Fig. 1: run 1, wire density map
(1.5 px per micron) 24 x 17 tiles, from dark blue (low) to red (high), scaled to the fullest tile. Values are wire area over tile area, all layers added.
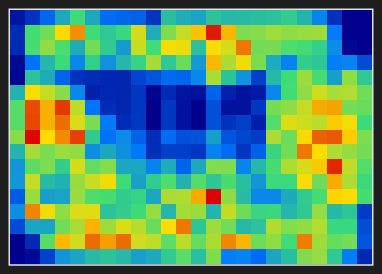
Fig. 2: run 1, ports around the boundary
(2 px per micron) Pins as bars across the die edge, other pins in grey.
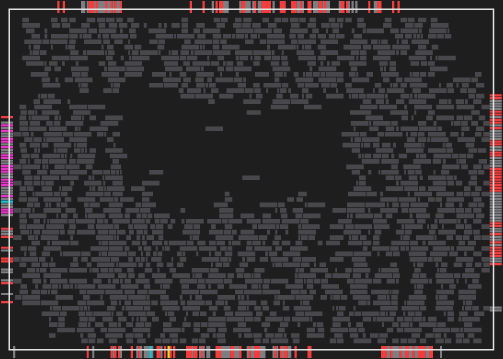
Fig. 3: run 1, the metal 3 layer
(2 px per micron) Cells faint in the background.
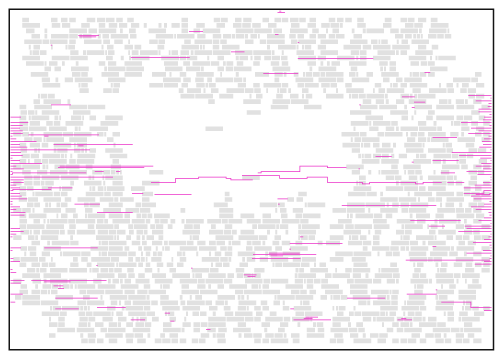
## src/rtl/pipe_pkg.sv

```systemverilog
// Shared encodings for the pipeline latches: stage state, control-field
// bit positions and the per-latch bubble / clear-mask constants.
package pipe_pkg;

  typedef enum logic [1:0] {
    EMPTY = 2'd0,
    MAIN  = 2'd1,
    FULL  = 2'd2
  } pstate_t;

  localparam int CTRL_WIDTH = 16;

  // Control-field bit positions shared by the hazard unit and the latches
  localparam int CTRL_REGWR_BIT    = 0;
  localparam int CTRL_DWEN_BIT     = 1;
  localparam int CTRL_DREN_BIT     = 2;
  localparam int CTRL_RDSEL_LO_BIT = 3;
  localparam int CTRL_RDSEL_HI_BIT = 4;
  localparam int CTRL_PCSRC_LO_BIT = 5;
  localparam int CTRL_PCSRC_HI_BIT = 6;
  localparam int CTRL_HALT_BIT     = 7;

  // NOP/RTYPE pattern loaded into a latch that carries no instruction
  localparam logic [CTRL_WIDTH-1:0] NOP_BUBBLE_CTRL = 16'h0033;

  // Memory request bits dropped once the data cache reports a hit
  localparam logic [CTRL_WIDTH-1:0] MEMREQ_MASK =
    (CTRL_WIDTH'(1) << CTRL_DWEN_BIT) | (CTRL_WIDTH'(1) << CTRL_DREN_BIT);

  localparam logic [CTRL_WIDTH-1:0] IFID_BUBBLE_CTRL  = NOP_BUBBLE_CTRL;
  localparam logic [CTRL_WIDTH-1:0] IFID_CLR_MASK     = '0;
  localparam logic [CTRL_WIDTH-1:0] IDEX_BUBBLE_CTRL  = NOP_BUBBLE_CTRL;
  localparam logic [CTRL_WIDTH-1:0] IDEX_CLR_MASK     = '0;
  localparam logic [CTRL_WIDTH-1:0] EXMEM_BUBBLE_CTRL = NOP_BUBBLE_CTRL;
  localparam logic [CTRL_WIDTH-1:0] EXMEM_CLR_MASK    = MEMREQ_MASK;
  localparam logic [CTRL_WIDTH-1:0] MEMWB_BUBBLE_CTRL = NOP_BUBBLE_CTRL;
  localparam logic [CTRL_WIDTH-1:0] MEMWB_CLR_MASK    = '0;

  // Number of entries held by a stage in the given state
  function automatic logic [1:0] occ_of(input pstate_t s);
    case (s)
      MAIN:    occ_of = 2'd1;
      FULL:    occ_of = 2'd2;
      default: occ_of = 2'd0;
    endcase
  endfunction

endpackage

```

## src/rtl/pipe_skid_buf.sv

```systemverilog
// Second-entry skid register plus the registered upstream ready, which
// drops whenever the stage is about to hold two entries.
module pipe_skid_buf
  import pipe_pkg::*;
#(
  parameter int DATA_W = 128,
  parameter int CTRL_W = 16
) (
  input  logic              CLK,
  input  logic              nRST,
  input  logic              flush,
  input  logic              load,
  input  pstate_t           next_state,
  input  logic [DATA_W-1:0] in_data,
  input  logic [CTRL_W-1:0] in_ctrl,
  output logic [DATA_W-1:0] skid_data,
  output logic [CTRL_W-1:0] skid_ctrl,
  output logic              in_ready
);

  // Skid entry: cleared by flush, captured when the output is stalled
  always_ff @(posedge CLK or negedge nRST) begin
    if (!nRST) begin
      skid_data <= '0;
      skid_ctrl <= '0;
    end else if (flush) begin
      skid_data <= '0;
      skid_ctrl <= '0;
    end else if (load) begin
      skid_data <= in_data;
      skid_ctrl <= in_ctrl;
    end
  end

  // Registered ready so upstream never sees a path from this cycle's inputs
  always_ff @(posedge CLK or negedge nRST) begin
    if (!nRST) begin
      in_ready <= 1'b1;
    end else begin
      in_ready <= flush | (next_state != FULL);
    end
  end

endmodule

```

## src/rtl/pipe_stage_reg.sv

```systemverilog
// Valid/ready pipeline stage register with flush, bubble insertion,
// selective control-bit clearing and an optional 2-entry skid buffer.
module pipe_stage_reg
  import pipe_pkg::*;
#(
  parameter int                DATA_W      = 128,
  parameter int                CTRL_W      = 16,
  parameter logic [CTRL_W-1:0] BUBBLE_CTRL = '0,
  parameter logic [CTRL_W-1:0] CLR_MASK    = '0,
  parameter int                SKID        = 1
) (
  input  logic              CLK,
  input  logic              nRST,
  input  logic              flush,
  input  logic              clr_ctrl,
  input  logic              in_valid,
  output logic              in_ready,
  input  logic [DATA_W-1:0] in_data,
  input  logic [CTRL_W-1:0] in_ctrl,
  output logic              out_valid,
  input  logic              out_ready,
  output logic [DATA_W-1:0] out_data,
  output logic [CTRL_W-1:0] out_ctrl,
  output logic [1:0]        occupancy
);

  pstate_t           state;
  pstate_t           next_state;
  logic [DATA_W-1:0] data_q;
  logic [DATA_W-1:0] data_d;
  logic [CTRL_W-1:0] ctrl_q;
  logic [CTRL_W-1:0] ctrl_d;
  logic [DATA_W-1:0] skid_data;
  logic [CTRL_W-1:0] skid_ctrl;
  logic              skid_load;
  logic              in_xfer;
  logic              out_xfer;

  assign out_valid = (state != EMPTY);
  assign out_data  = data_q;
  assign out_ctrl  = ctrl_q;
  assign occupancy = occ_of(state);
  assign in_xfer   = in_valid & in_ready;
  assign out_xfer  = out_valid & out_ready;

  generate
    if (SKID != 0) begin : g_skid
      pipe_skid_buf #(
        .DATA_W (DATA_W),
        .CTRL_W (CTRL_W)
      ) u_skid (
        .CLK        (CLK),
        .nRST       (nRST),
        .flush      (flush),
        .load       (skid_load),
        .next_state (next_state),
        .in_data    (in_data),
        .in_ctrl    (in_ctrl),
        .skid_data  (skid_data),
        .skid_ctrl  (skid_ctrl),
        .in_ready   (in_ready)
      );
    end else begin : g_noskid
      assign in_ready  = !out_valid | out_ready;
      assign skid_data = '0;
      assign skid_ctrl = '0;
    end
  endgenerate

  // State and output entry registers
  always_ff @(posedge CLK or negedge nRST) begin
    if (!nRST) begin
      state  <= EMPTY;
      data_q <= '0;
      ctrl_q <= BUBBLE_CTRL;
    end else begin
      state  <= next_state;
      data_q <= data_d;
      ctrl_q <= ctrl_d;
    end
  end

  // Next state and output entry: flush beats clr_ctrl beats normal advance
  always_comb begin
    next_state = state;
    data_d     = data_q;
    ctrl_d     = ctrl_q;
    skid_load  = 1'b0;
    if (flush) begin
      next_state = EMPTY;
      data_d     = '0;
      ctrl_d     = BUBBLE_CTRL;
    end else begin
      case (state)
        EMPTY: begin
          if (in_xfer) begin
            next_state = MAIN;
            data_d     = in_data;
            ctrl_d     = in_ctrl;
          end
        end
        MAIN: begin
          if (in_xfer && out_xfer) begin
            data_d = in_data;
            ctrl_d = in_ctrl;
          end else if (in_xfer) begin
            if (SKID != 0) begin
              next_state = FULL;
            end
            skid_load = 1'b1;
          end else if (out_xfer) begin
            next_state = EMPTY;
            ctrl_d     = BUBBLE_CTRL;
          end
        end
        FULL: begin
          if (out_xfer) begin
            next_state = MAIN;
            data_d     = skid_data;
            ctrl_d     = skid_ctrl;
          end
        end
        default: begin
          next_state = EMPTY;
        end
      endcase
      if (clr_ctrl && out_valid && !out_ready) begin
        ctrl_d = ctrl_q & ~CLR_MASK;
      end
    end
  end

endmodule

```

## config.mk

```make
export PLATFORM = sky130hd
export DESIGN_NAME = pipe_stage_reg
export DESIGN_NICKNAME = d
export VERILOG_FILES = /design/src/rtl/pipe_pkg.sv /design/src/rtl/pipe_skid_buf.sv /design/src/rtl/pipe_stage_reg.sv
export SDC_FILE = /design/constraint.sdc
export NUM_CORES = 1
export LEC_CHECK = 0
export CORE_ASPECT_RATIO = 0.7
export CORE_UTILIZATION = 35
export CTS_BUF_LIST = sky130_fd_sc_hd__clkbuf_16
export DETAILED_ROUTE_END_ITERATION = 12
export SKIP_CTS_REPAIR_TIMING = 1
export SLEW_MARGIN = 30
export SYNTH_ARGS = -nofsm -noshare
export SYNTH_HDL_FRONTEND = slang
export SYNTH_HIERARCHICAL = 1
export SYNTH_SLANG_ARGS = --single-unit
```

## constraint.sdc

```tcl
create_clock -name CLK -period 1.8 [get_ports CLK]
set_input_delay 0.45 -clock CLK [delete_from_list [all_inputs] [get_ports CLK]]
set_output_delay 0.45 -clock CLK [all_outputs]
set_load 0.02 [all_outputs]
```

==> run_results.csv, run 1 <==
group,metric,value,unit
final_timing,skew,0.0111,ns
final_timing,relSlewSlack,34.3,%
logic_synthesis,synth.ff_latch_count,291,
logic_synthesis,yosysChipArea,14000,sq um
run,tool_warnings,36,
power_and_ir_drop,intPower,14.9,mW
power_and_ir_drop,p_per_area,1080,nW/um^2
final_timing,max_freq,477,MHz
final_timing,layout_setup_ws,-0.297,ns
drt,remaining_antenna_violation_count,0,
place,finalWeightedCongestion,0.782,
global_routing,grt_start_max_net_pins,149,
floorplanning,floorplan.io_pins,298,
final_timing,rsz0062_at_grt,"yes",
run_status,run_status,"finished with violations",
power_and_ir_drop,seqPwrFrac,35.4,%
drt,detailedRoute.firstIterationViolations,650,
logic_synthesis,edf_count,0,
logic_synthesis,top_cells_by_count,"sky130_fd_sc_hd__dfrtp_1 (290), sky130_fd_sc_hd__mux2i_1 (272), sky130_fd_sc_hd__nor2_1 (161)",
clock_tree,cts_tree,"yes",
finish,proportion_of_layout_cells_with_a_drive_suffix_above_1,24.4,%
logic_synthesis,top_area_share,51.7,%
logic_synthesis,synth_instances,1158,
global_routing,gr-usage-met2,29.3,%
power_and_ir_drop,power.leakage,10.3,nW
place,placed_area,18400,sq um
final_timing,final_setup_violation_count,294,
run_status,violations,"negative setup slack",
final_timing,drv_slew,0,
logic_synthesis,dominantRegCellSynth,"sky130_fd_sc_hd__dfrtp_1",
## Picture notes: Fig. 1
3.7% of the tiles are nearly empty. The mean over all tiles is 0.16. 46% of the tiles are over half the peak. The fullest tile reaches 0.36.
Total Routed Length: 43.5 mm
routed wirelength normalized by instance count: 20.9 microns
Via Count: 10800
total track usage: 19.3%

## Picture notes: Fig. 2
occupancy: shown in cyan, pins 2, direction output, edge 1 bottom, 1 left. out_ctrl: shown in magenta, pins 16, direction output, edge left. out_valid: shown in yellow, pins 1, direction output, edge bottom. in_data: shown in red, pins 128, direction input, edge 48 bottom, 43 top, 29 right, 8 left.
All pins by edge: 100 bottom, 83 top, 65 right, 50 left.
vertical die dimension: 170 microns
Horiz. Die Dim: 241 microns
buffers added on ports: 296

## Picture notes: Fig. 3
The longest straight run is 50.8 microns. The layer holds 4.3% of the routed length. 157 nets have wire on it.
met3 capacity usage during global routing: 3.01%

==> run 1: state kept, by name, indices dropped and copies added, names as in the netlist <==
signal,count
g_skid.u_skid/in_ready,1
g_skid.u_skid/skid_data,128
out_data,128
out_ctrl,16
g_skid.u_skid/skid_ctrl,16
state,2
==> run 1: cell type report <==
type | instances | area share (%)
Multi-Input combinational cell | 753 | 30.3
Clock buffer | 30 | 3.59
Inverter | 5 | 0.102
Antenna cell | 2 | 0.0239
Sequential cell | 291 | 34.8
Clock inverter | 22 | 0.622
Timing Repair Buffer | 450 | 27.3
Tap cell | 527 | 3.15
==> run 1: worst max-delay path, cell delays in order (launching register included) <==
cell and delay (ns):
sky130_fd_sc_hd__dfrtp_1 0.41, sky130_fd_sc_hd__buf_6 0.14, sky130_fd_sc_hd__ha_4 0.16, sky130_fd_sc_hd__buf_12 0.13
sky130_fd_sc_hd__buf_16 0.12, sky130_fd_sc_hd__buf_8 0.12
==> run 1: through the flow <==
step / instances / hold slack [ns] / power (mW) / util (%)
4_1_cts: 2026 / -0.219 / 22.0 / 49.5
3_5_place_dp: 1974 / 0.402 / 16.1 / 47.2
6_report: 2080 / 0.365 / 22.6 / 53.7
2_1_floorplan: 1158 / 0.154 / 12.5 / -
3_3_place_gp: 1974 / 0.403 / 16.0 / 47.2
5_1_grt: 2080 / 0.373 / 23.7 / 53.7
==> run 1: power groups by stage <==
stage	clock [mW]	combinational, mW	sequential [mW]
5_1_grt	6.22	9.39	8.10
3_3_place_gp	0	7.92	8.11
2_1_floorplan	0	3.66	8.88
3_5_place_dp	0	8.00	8.11
4_1_cts	5.94	8.03	8.01
6_report	5.76	8.86	8.00
==> run 1: logic make-up (layout without fill, tap and decap cells) <==
kind of cell,Yosys count,after routing
flops,291,291
buf+inv,115,507
other cells,0,2
mux,274,275
simple gates,321,321
compound gates,153,153
fa+ha+maj,4,4
==> run 1: layer usage <==
layer	part of all wire (%)	routed length [microns]
met1	49	21200
met2	45	19700
met3	4.3	1860
met4	1.7	719
met5	0	0
==> run 1: cell usage in the layout, fill, tap and decap left out, types with 48 or more instances in the layout <==
cell	synthesis	routed
sky130_fd_sc_hd__buf_4	15	52
sky130_fd_sc_hd__buf_12	0	48
sky130_fd_sc_hd__dlymetal6s2s_1	0	143
sky130_fd_sc_hd__mux2i_1	272	267
sky130_fd_sc_hd__clkdlybuf4s50_1	0	146
sky130_fd_sc_hd__clkbuf_16	0	53
sky130_fd_sc_hd__nor3_1	145	137
sky130_fd_sc_hd__a211oi_2	120	128
sky130_fd_sc_hd__dfrtp_1	290	289
sky130_fd_sc_hd__nor2_1	161	155
==> run 1: worst paths after layout <==
kind | slack, ns | startpoint | end
setup / recovery | -0.30 | state[1] | occupancy[1]
hold / removal | 0.37 | nRST | out_data[36]
setup reg to reg | -0.27 | state[1] | out_data[18]
hold reg to reg | 0.52 | g_skid.u_skid/skid_data[123] | g_skid.u_skid/skid_data[123]
max in group asynchronous | 0.65 | nRST | out_data[92]
min in group CLK | 0.38 | flush | g_skid.u_skid/skid_data[50]
==> run 1 -> run 2 <==
CORE_UTILIZATION = 47   (was 35)
PLACE_DENSITY = 0.78   (was default)
Fig. 4: run 2, track usage over the die
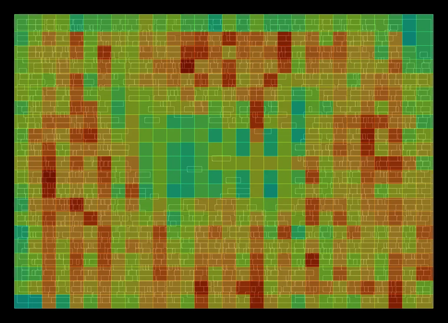
total track usage: 24.4%
M2 GR Usage: 38.4%

Fig. 5: run 2, ports around the boundary
(2 px per micron) Pins as bars across the die edge, other pins in grey.
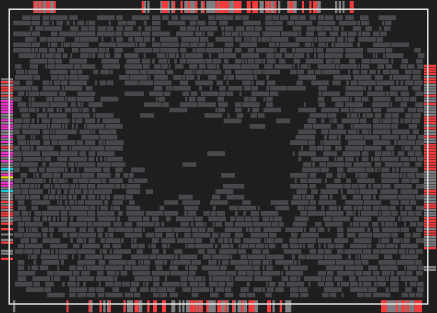
out_valid: shown in yellow, pins 1, direction output, edge left. occupancy: shown in cyan, pins 2, direction output, edge left. out_ctrl: shown in magenta, pins 16, direction output, edge left. in_data: shown in red, pins 128, direction input, edge 41 top, 40 bottom, 34 right, 13 left.
Horiz. Die Dim: 209 microns
vertical die dimension: 147 microns

==> run_results.csv, run 2 <==
group,metric,value,unit
final_timing,layout_setup_ws,-0.242,ns
place,placed_area,18100,sq um
drt,routed-via-count,10700,
worst_setup_path,timing.critical_path.depth,9,
floorplanning,floorplan.io_pins,298,
final_timing,relSlewSlack,62.9,%
final_timing,final_setup_violation_count,291,
final_timing,drv_slew,0,
final_timing,rsz0062_at_grt,"yes",
logic_synthesis,top_cells_by_count,"sky130_fd_sc_hd__dfrtp_1 (290), sky130_fd_sc_hd__mux2i_1 (272), sky130_fd_sc_hd__nor2_1 (161)",
final_timing,max_freq,490,MHz
run_status,run_status,"finished with violations",
place,finalWeightedCongestion,0.809,
logic_synthesis,synth.ff_latch_count,291,
logic_synthesis,synth_instances,1158,
finish,finish.utilization,68.6,%
drt,route.detailed.wl_per_inst,21.2,microns
worst_setup_path,crit_chain,"inv_2 -> ha_4 -> or2b_4 -> nor3b_4 -> buf_6 -> buf_12 -> clkbuf_16 -> mux2i_1 -> nor2_1",
run,tool_warnings,32,
worst_setup_path,critPathBufInv,4,
worst_setup_path,timing.critical_path.max_delay_family,"buffers and inverters",
run_status,violations,"negative setup slack",
[run 2: cell count changes in the layout (fill, tap and decap cells not counted), sizes merged]
cell	previous run	this run
clkinv	13	10
bufinv	1	2
mux2	2	1
buf	136	109
clkbuf	54	45
diode	2	0
dlymetal6s2s	143	144
inv	13	17
[run 2: worst paths after layout]
kind | startpoint | end | slack [ns]
worst max-delay path | state[1] | g_skid.u_skid/skid_data[64] | -0.24
worst min-delay path | flush | g_skid.u_skid/skid_ctrl[7] | 0.38
worst max register to register | state[1] | g_skid.u_skid/skid_data[64] | -0.24
worst min register to register | g_skid.u_skid/skid_data[21] | g_skid.u_skid/skid_data[21] | 0.52
max in group asynchronous | nRST | out_data[92] | 0.73
min in group asynchronous | nRST | g_skid.u_skid/skid_data[5] | 0.42
[run 2: cell type report]
class	count	area [sq um]	area share, %
sequential	291	7280	36.4
multi-input combinational	752	6200	31.0
timing repair buffer	414	5080	25.4
clock buffer	31	776	3.88
tap	378	473	2.37
clock inverter	24	154	0.770
inverter	5	21.3	0.106
[run 2: worst min-delay path: stages]
cell                     delay [ns]
sky130_fd_sc_hd__buf_8         0.11
sky130_fd_sc_hd__buf_12        0.20
sky130_fd_sc_hd__nor2_1        0.13
[run 2: through the flow]
step / setup TNS [ns] / total power, mW / hold WS (ns)
global route: -60.67 / 22.8 / 0.371
finish: -37.67 / 21.9 / 0.383
detailed placement: -124.54 / 15.9 / 0.418
global placement: -110.07 / 15.7 / 0.413
floorplan: -9.25 / 12.5 / 0.154
CTS: -60.07 / 21.9 / -0.187
[run 2: power breakdown]
group / internal, mW / switching, mW
combinational: 3.76 / 4.23
clock: 3.37 / 2.60
sequential: 7.41 / 0.534
total: 14.5 / 7.36
[run 2: cell families after synthesis]
| family | share of synthesized area (%) |
|---|---|
| AND/OR/NAND/NOR | 10.1 |
| AND-OR/OR-AND | 13.1 |
| flip-flops | 51.9 |
| buffers and inverters | 4.92 |
| multiplexers | 19.7 |
| adder cells (fa/ha/maj) | 0.357 |
[run 2: per-layer routing]
| metal | wire, microns | track usage (%) | vias up |
|---|---|---|---|
| met2 | 18300 | 38.4 | 348 |
| li1 | - | - | 4866 |
| met3 | 2350 | 4.54 | 62 |
| met5 | 13 | 0 | - |
| met1 | 18600 | 35.2 | 5446 |
| met4 | 877 | 5.59 | 2 |
Power figures rest on the tool's default switching activity, not on a simulated workload.
